[src/rtl/oam_dma_engine.sv]
// OAM DMA bus initiator: copies OAM_BYTES bytes from {src_page,8'h00} into OAM
// using one read/capture/write triple per byte on the shared bus.
module oam_dma_engine #(
    parameter int unsigned ADDR_W       = 16,
    parameter int unsigned DATA_W       = 8,
    parameter logic [ADDR_W-1:0] DMA_REG_ADDR = 16'hFF46,
    parameter logic [ADDR_W-1:0] OAM_BASE     = 16'hFE00,
    parameter int unsigned OAM_BYTES    = 160
) (
    input  logic              clk,
    input  logic              reset_n,
    input  logic              cfg_wr,
    input  logic [ADDR_W-1:0] cfg_addr,
    input  logic [DATA_W-1:0] cfg_wdata,
    output logic [DATA_W-1:0] cfg_rdata,
    output logic              bus_req,
    input  logic              bus_gnt,
    output logic [ADDR_W-1:0] bus_addr,
    output logic              bus_rd,
    output logic              bus_wr,
    output logic [DATA_W-1:0] bus_wdata,
    input  logic [DATA_W-1:0] bus_rdata,
    output logic              busy,
    output logic              done
);

    localparam int unsigned IDX_W = 8;
    localparam logic [IDX_W-1:0] LAST_IDX = IDX_W'(OAM_BYTES - 1);

    typedef enum logic [2:0] {
        S_IDLE,
        S_REQ,
        S_READ,
        S_CAPT,
        S_WRITE,
        S_DONE
    } state_e;

    state_e            state_q, state_d;
    logic [IDX_W-1:0]  idx_q, idx_d;
    logic [DATA_W-1:0] page_q, page_d;
    logic [DATA_W-1:0] data_q, data_d;
    logic              start;

    assign start     = cfg_wr && (cfg_addr == DMA_REG_ADDR);
    assign cfg_rdata = page_q;

    always_ff @(posedge clk or negedge reset_n) begin
        if (!reset_n) begin
            state_q <= S_IDLE;
            idx_q   <= '0;
            page_q  <= '0;
            data_q  <= '0;
        end else begin
            state_q <= state_d;
            idx_q   <= idx_d;
            page_q  <= page_d;
            data_q  <= data_d;
        end
    end

    // Strobes are qualified by the live grant so they never fire without the bus.
    always_comb begin
        state_d   = state_q;
        idx_d     = idx_q;
        page_d    = page_q;
        data_d    = data_q;
        bus_req   = 1'b0;
        bus_rd    = 1'b0;
        bus_wr    = 1'b0;
        bus_addr  = '0;
        bus_wdata = '0;
        busy      = 1'b0;
        done      = 1'b0;

        case (state_q)
            S_IDLE: ;
            S_REQ: begin
                bus_req = 1'b1;
                busy    = 1'b1;
                if (bus_gnt) state_d = S_READ;
            end
            S_READ: begin
                bus_req = 1'b1;
                busy    = 1'b1;
                if (bus_gnt) begin
                    bus_rd   = 1'b1;
                    bus_addr = ADDR_W'({page_q, 8'h00}) + ADDR_W'(idx_q);
                    state_d  = S_CAPT;
                end
            end
            S_CAPT: begin
                bus_req = 1'b1;
                busy    = 1'b1;
                data_d  = bus_rdata;
                state_d = S_WRITE;
            end
            S_WRITE: begin
                bus_req = 1'b1;
                busy    = 1'b1;
                if (bus_gnt) begin
                    bus_wr    = 1'b1;
                    bus_addr  = OAM_BASE + ADDR_W'(idx_q);
                    bus_wdata = data_q;
                    if (idx_q == LAST_IDX) begin
                        idx_d   = '0;
                        state_d = S_DONE;
                    end else begin
                        idx_d   = idx_q + IDX_W'(1);
                        state_d = S_READ;
                    end
                end
            end
            S_DONE: begin
                done    = 1'b1;
                state_d = S_IDLE;
            end
            default: state_d = S_IDLE;
        endcase

        // A register write restarts from byte 0 and overrides any pending done.
        if (start) begin
            page_d  = cfg_wdata;
            idx_d   = '0;
            state_d = S_REQ;
            done    = 1'b0;
        end
    end

endmodule

[config.mk]
export PLATFORM = sky130hd
export DESIGN_NAME = oam_dma_engine
export DESIGN_NICKNAME = d
export VERILOG_FILES = /design/src/rtl/oam_dma_engine.sv
export SDC_FILE = /design/constraint.sdc
export NUM_CORES = 1
export LEC_CHECK = 0
export ABC_CLOCK_PERIOD_IN_PS = 1600
export CORE_MARGIN = 8
export CORE_UTILIZATION = 38
export CTS_BUF_LIST = sky130_fd_sc_hd__clkbuf_4
export DETAILED_ROUTE_END_ITERATION = 8
export MAX_ROUTING_LAYER = met4
export PLACE_DENSITY = 0.81
export SYNTH_ARGS = -nofsm -noshare
export SYNTH_HDL_FRONTEND = slang
export SYNTH_SLANG_ARGS = --single-unit
[constraint.sdc]
create_clock -name clk -period 1.6 [get_ports clk]
set_input_delay 0.24 -clock clk [delete_from_list [all_inputs] [get_ports clk]]
set_output_delay 0.24 -clock clk [all_outputs]
set_load 0.02 [all_outputs]
Run 1, signal wires on met2:
Scale bar: 20 µm. Cells faint in the background.
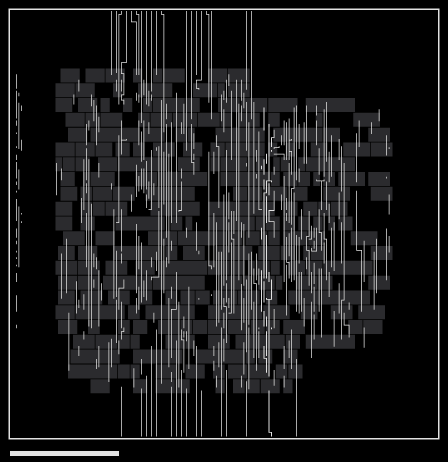
The layer holds 52% of the routed length. 254 nets have wire on it.
Via Count: 1461
final WL: 4809 µm

Run 1, a small window of the routed layout:
Scale bar: 5 µm. Window x 10 to 30, y 49 to 69 µm. Cells in grey, sequential cells in the stronger grey; small squares are vias.
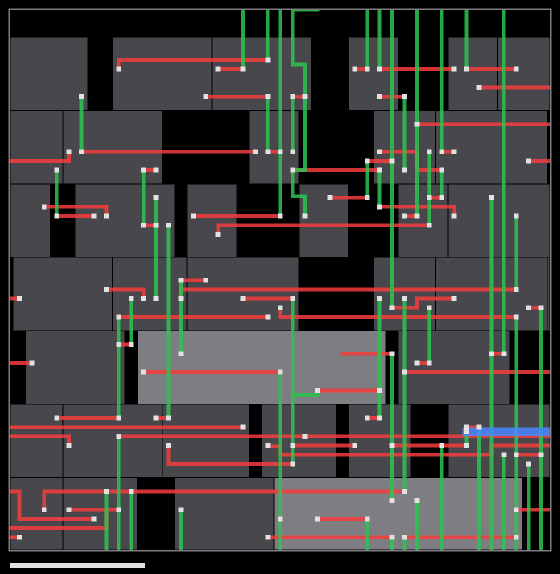
M1: drawn in red. M2: drawn in green. M3: drawn in blue.
Sequential cells in the window: 2. Most frequent: clkdlybuf4s50_1 (7), buf_2 (5). 33 logic cells have their middle in the window. Netlist names of flops here include `cfg_rdata` (2).

Run 1, metal 3:
Scale bar: 20 µm.
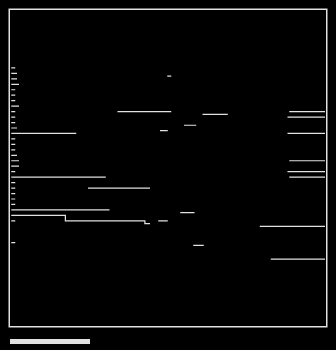
The wires run mostly horizontal. 44 nets have wire on it. The layer carries 252 µm of wire.
met3 Usage GRT: 3.303%

[run 1: kinds of logic after synthesis]
| logic type | after synthesis | share of synthesized area [%] |
|---|---|---|
| buf+inv | 11 | 4.609 |
| compound gates | 14 | 5.785 |
| fa+ha+maj | 1 | 0.8381 |
| mux | 16 | 12.07 |
| flops | 27 | 45.26 |
| xor+xnor | 4 | 2.347 |
| simple gates | 72 | 29.09 |
[run 1: metal layers]
layer	vias up	track usage [%]	wire length [µm]
met1	707	18.10	2037
li1	697	-	-
met2	53	26.84	2488
met5	-	-	0
met4	0	4.444	31
met3	4	3.303	251
[run 1: state kept, by name, summed over array words and instances, names as in the netlist]
signal	flops
data_q	8
cfg_rdata	8
state_q	3
idx_q	8
==> Slide: Implementation Results, run 1 <==
Synthesis and Place & Route Summary

Run status
  • Status: complete, but fails checks
  • Failing checks: setup timing

Worst setup path
  • Nature of the critical path startpoint: input pin
  • CP cell instances: clkdlybuf4s50_1 -> inv_2 -> nor4b_4 -> buf_4 -> nor2_4 -> buf_12 -> nor2b_4 -> buf_6
  • Critical Path Source: bus_gnt
  • R2R cell count: 6
  • FF-to-FF End: idx_q[5]
  • WS Path Type: in -> out
  • Top delay family on crit path: buffers and inverters
  • Worst R2R Start: state_q[0]
  • Setup slack, reg-to-reg: -0.05 ns
  • Critical Path AT: 1.67 ns
  • Crit end category: output port
  • Critical Path Fanout Max: 6
  • Worst path max stage delay: ~0.5 ns

Place
  • DP Area: about 0.0024 mm²
  • DP HPWL: 3372 µm
  • Pre-CTS worst setup slack: -0.7903 ns
  • Port Buf Inserts: 72

Floorplan
  • Initial Util: 40.17%
  • FP Rows: 22
  • Core ar.: 0.003716 mm²
  • Die W: 78.68 µm
  • Die ar.: 0.006190 mm²
  • DIE HEIGHT: 78.68 µm

Finish
  • Final cell count without fillers: 291
  • Final core occ: 70.47%
  • Share of cells above drive strength 1: 51.44%
  • Number of clock buffers in the layout: 3
  • Seq/total area: 25.85%
  • Dominant logic cell type in the layout: buf_4
  • Post-route cell area: between 0.002 and 0.003 mm²
  • Largest class: buffers
  • Comb. cell area: 892.1 µm²
  • Fill cells: ~290
  • Top cells excl fill/tap: 32 x buf_4, 26 x dfrtp_1, 23 x clkdlybuf4s50_1, 23 x buf_6, 16 x mux2_2
  • Register area: ~680 µm²
  • Diodes inserted: 0
  • Synth-to-Final Area Change: 75.44%

GRT
  • Antenna violations before repair: 0
  • GRT overflow: 0
  • Largest net degree at the start of global routing: 28
  • Tot GR Track Use: roughly 16%
  • Global-route wire length before repair: 7693 µm
  • Vias in the first global route: 1611

Synthesis
  • Max-area cell share: 45.26%
  • #FFs+latches synth: 27
  • Post-synth EDFFs: 0
  • Fraction of registers with async set/reset: 100.0%
  • Syn nets: 182
  • Top cells by count: 27 x dfrtp_1, 22 x nand2_1, 16 x mux2_2
  • Synth top cell by count: dfrtp_1
  • Main flop type: dfrtp_1
  • Synth Instances: 145
  • Top cells by area, synth: dfrtp_1 45%, mux2_2 12%, nand2_1 5.5%
  • Avg Cell Area, Syn: around 10 µm²

Route
  • Residual DRC: 0
  • Post-route ant nets: 0
  • Iteration-0 DRC Markers: 72
  • Drt wl/cell: 16.53 µm
  • Avg Vias per Cell: roughly 5

Pwr
  • Switch Pwr: around 0.87 mW
  • P_seq: approximately 0.91 mW
  • Combinational Power Share: 51.7%
  • Sequential share of power: between 30% and 40%
  • Internal power: 1.637 mW
  • Logic power comb: 1.29 mW
  • Cell area power density: roughly 960 mW/mm²
  • Top power group: combinational cells
  • Sw Share: 34.62%
  • Clock group: 0.301 mW

Final timing
  • Fin Setup TNS: -7.036 ns
  • Slew HR: 77.00%
  • Setup Viol. Count Final: 29
  • Hold slack final: 0.2475 ns
  • Final hold vios: 0
  • Count of pins over their slew limit: 0
  • Fmax: 0.5225 GHz
  • Clk_skew: 0.01747 ns
  • Worst Max-Slew Pin Slew: ~0.34 ns
  • Final worst slack: -0.3140 ns

Clock network
  • CTS buffer count: 3
  • Clk sinks: 27
  • Post-CTS Resized: 214
  • CTS tree: done
  • Post-CTS Hold Fix Bufs: 0
  • Clock buffer depth: 2
  • Clk latency late pin: ~0.34 ns
  • Clk root buf: clkbuf_4

Hold path
  • Hold Path Class: in -> async
==> run 2, diff against run 1 <==
- GPL_TIMING_DRIVEN: default -> 0
Run 2, a small window of the routed layout:
Scale bar: 5 µm. Window x 10 to 30, y 49 to 69 µm. Cells in grey, sequential cells in the stronger grey; small squares are vias.
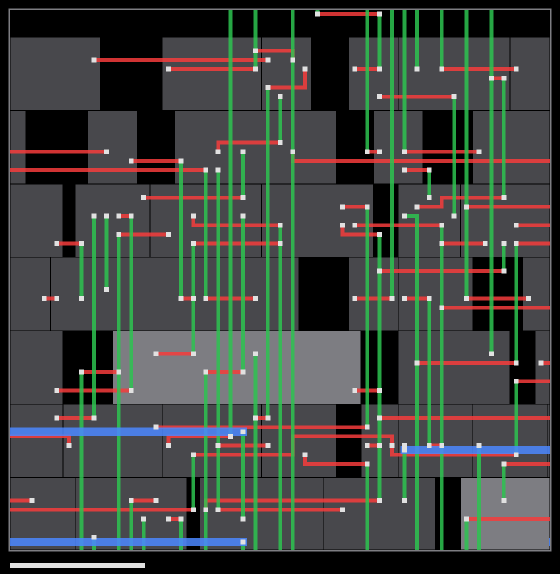
M1: drawn in red. M2: drawn in green. M3: drawn in blue.
Sequential cells in the window: 1. Most frequent: clkdlybuf4s50_1 (6). Netlist names of flops here include `cfg_rdata` (1). 33 logic cells have their middle in the window.

==> run 2 against run 1 <==
  * The flow still finishes with violations (setup timing)
  * Maximum frequency decreased by 1.4%
  * Via count grew 4.0%
  * Core utilization rose by 4.3 points
==> Slide: Implementation Results, run 2 <==
Synthesis and Place & Route Summary

Synthesis
  • Synth Instances: 145 (unchanged)
  • Post-synthesis adder-cell area fraction: 0.8382% (unchanged)
  • Syn nets: 182 (unchanged)
  • MUX share of area: 12.07% (unchanged)
  • AO/OA Area Share: 5.784% (unchanged)
  • Post-synth EDFFs: 0 (unchanged)
  • Top cells by count: 27 x dfrtp_1, 22 x nand2_1, 16 x mux2_2 (unchanged)
  • Avg Cell Area, Syn: 10.29 µm² (unchanged)
  • #FFs+latches synth: 27 (unchanged)
  • Yosys simple share: 29.09% (unchanged)
  • Logic family by area: simple AND/OR/NAND/NOR gates (unchanged)
  • Synth top cell by count: dfrtp_1 (unchanged)
  • Main flop type: dfrtp_1 (unchanged)

Finish
  • Top cells excl fill/tap: 37 x buf_6, 27 x buf_4, 25 x dfrtp_1 (was 32 x buf_4, 26 x dfrtp_1, 23 x clkdlybuf4s50_1, 23 x buf_6, 16 x mux2_2)
  • Number of clock buffers in the layout: 3 (unchanged)
  • Post-route cell area: 0.002779 mm² (was 0.002619 mm²)
  • Register area: 678.2 µm² (was 676.9 µm²)
  • Final net count: 289 (was 281)
  • Synth-to-Final Area Change: 86.17% (was 75.44%)
  • Fill cells: 236 (was 288)
  • Comb. cell area: 937.1 µm² (was 892.1 µm²)
  • Share of cells above drive strength 1: 55.38% (was 51.44%)
  • Seq/total area: 24.40% (was 25.85%)
  • Diodes inserted: 0 (unchanged)
  • Largest class: buffers (unchanged)

Pwr
  • P_seq: 0.897 mW (was 0.909 mW)
  • Top power group: combinational cells (unchanged)
  • Sequential share of power: 35.0% (was 36.3%)
  • Clock group: 0.309 mW (was 0.301 mW)
  • Cell area power density: 922.4 mW/mm² (was 956.1 mW/mm²)
  • Switch Pwr: 0.8888 mW (was 0.8668 mW)
  • Internal power: 1.674 mW (was 1.637 mW)
  • Combinational Power Share: 52.9% (was 51.7%)
  • Logic power comb: 1.36 mW (was 1.29 mW)

Route
  • Avg Vias per Cell: 5.084 (was 5.021)
  • Via Count: 1520 (was 1461)
  • Met3 Routed Length: 344 µm (was 251 µm)
  • Met2 routed WL: 2740 µm (was 2488 µm)
  • Iteration-0 DRC Markers: 67 (was 72)
  • Top Layer Used: met4 (unchanged)
  • Residual DRC: 0 (unchanged)
  • Post-route ant nets: 0 (unchanged)

Final timing
  • Worst Max-Slew Pin Slew: 0.6182 ns (was 0.3449 ns)
  • Final hold vios: 0 (unchanged)
  • Count of pins over their slew limit: 0 (unchanged)
  • Final worst slack: -0.3410 ns (was -0.3140 ns)
  • Hold slack final: 0.4324 ns (was 0.2475 ns)
  • Fmax: 0.5152 GHz (was 0.5225 GHz)
  • Setup Viol. Count Final: 31 (was 29)

Clock network
  • Clk sinks: 27 (unchanged)
  • Clk latency late pin: 0.33 ns (was 0.34 ns)
  • CTS tree: done (unchanged)
  • Clock buffer depth: 2 (unchanged)
  • Clk root buf: clkbuf_4 (unchanged)

Place
  • Pre-CTS worst setup slack: -1.262 ns (was -0.7903 ns)
  • Port Buf Inserts: 72 (unchanged)
  • DP HPWL: 3209 µm (was 3372 µm)

Worst setup path
  • WS Path Type: reg -> out (was in -> out)
  • Nature of the critical path startpoint: flip-flop (was input pin)
  • Critical Path Fanout Max: 6 (unchanged)
  • Setup slack, reg-to-reg: -0.22 ns (was -0.05 ns)
  • R2R cell count: 8 (was 6)
  • Critical Path Source: state_q[0] (was bus_gnt)
  • Worst R2R Start: state_q[1] (was state_q[0])
  • Worst path max stage delay: 0.40 ns (was 0.50 ns)
  • WP depth: 7 (was 8)
  • Top delay family on crit path: buffers and inverters (unchanged)
  • Crit end category: output port (unchanged)
  • CP cell instances: buf_6 -> nor4b_4 -> buf_4 -> nor2_4 -> buf_12 -> nor2b_4 -> buf_6 (was clkdlybuf4s50_1 -> inv_2 -> nor4b_4 -> buf_4 -> nor2_4 -> buf_12 -> nor2b_4 -> buf_6)

GRT
  • Grt peak-use layer: met2 (unchanged)
  • Vias in the first global route: 1626 (was 1611)
  • GR Util met2: 28.09% (was 26.84%)
  • Largest net degree at the start of global routing: 28 (unchanged)
  • Met3 Usage GRT: 4.556% (was 3.303%)
  • GRT met1 Usage: 17.64% (was 18.10%)
  • Global-route wire length before repair: 7872 µm (was 7693 µm)
  • Tot GR Track Use: 16.25% (was 15.71%)
  • GRT overflow: 0 (unchanged)

Floorplan
  • Die ar.: 0.006190 mm² (unchanged)
  • FP Rows: 22 (unchanged)
  • DIE HEIGHT: 78.68 µm (unchanged)
  • Initial Util: 40.17% (unchanged)

Hold path
  • Hold Path Class: in -> async (unchanged)

Run status
  • Status: complete, but fails checks (unchanged)
  • Failing checks: setup timing (unchanged)
-- run 2: repair_timing --
action	in CTS	in global routing
hold buffers	0	1
buffers inserted	19	10
pin swaps	14	10
hold endpoints to repair	0	27
gates cloned	1	0
gates resized	230	25
endpoints found under the setup margin	51	44
-- run 2: worst min-delay path by stage --
stage | startpoint | to | slack, ns
after floorplan | reset_n | cfg_rdata[0] | -0.06
after global placement | data_q[4] | data_q[4] | 0.48
after detailed placement | data_q[7] | data_q[7] | 0.48
after CTS | bus_rdata[4] | data_q[4] | 0.50
after global routing | reset_n | idx_q[2] | 0.47
final | reset_n | idx_q[5] | 0.43
Power figures rest on the tool's default switching activity, not on a simulated workload.
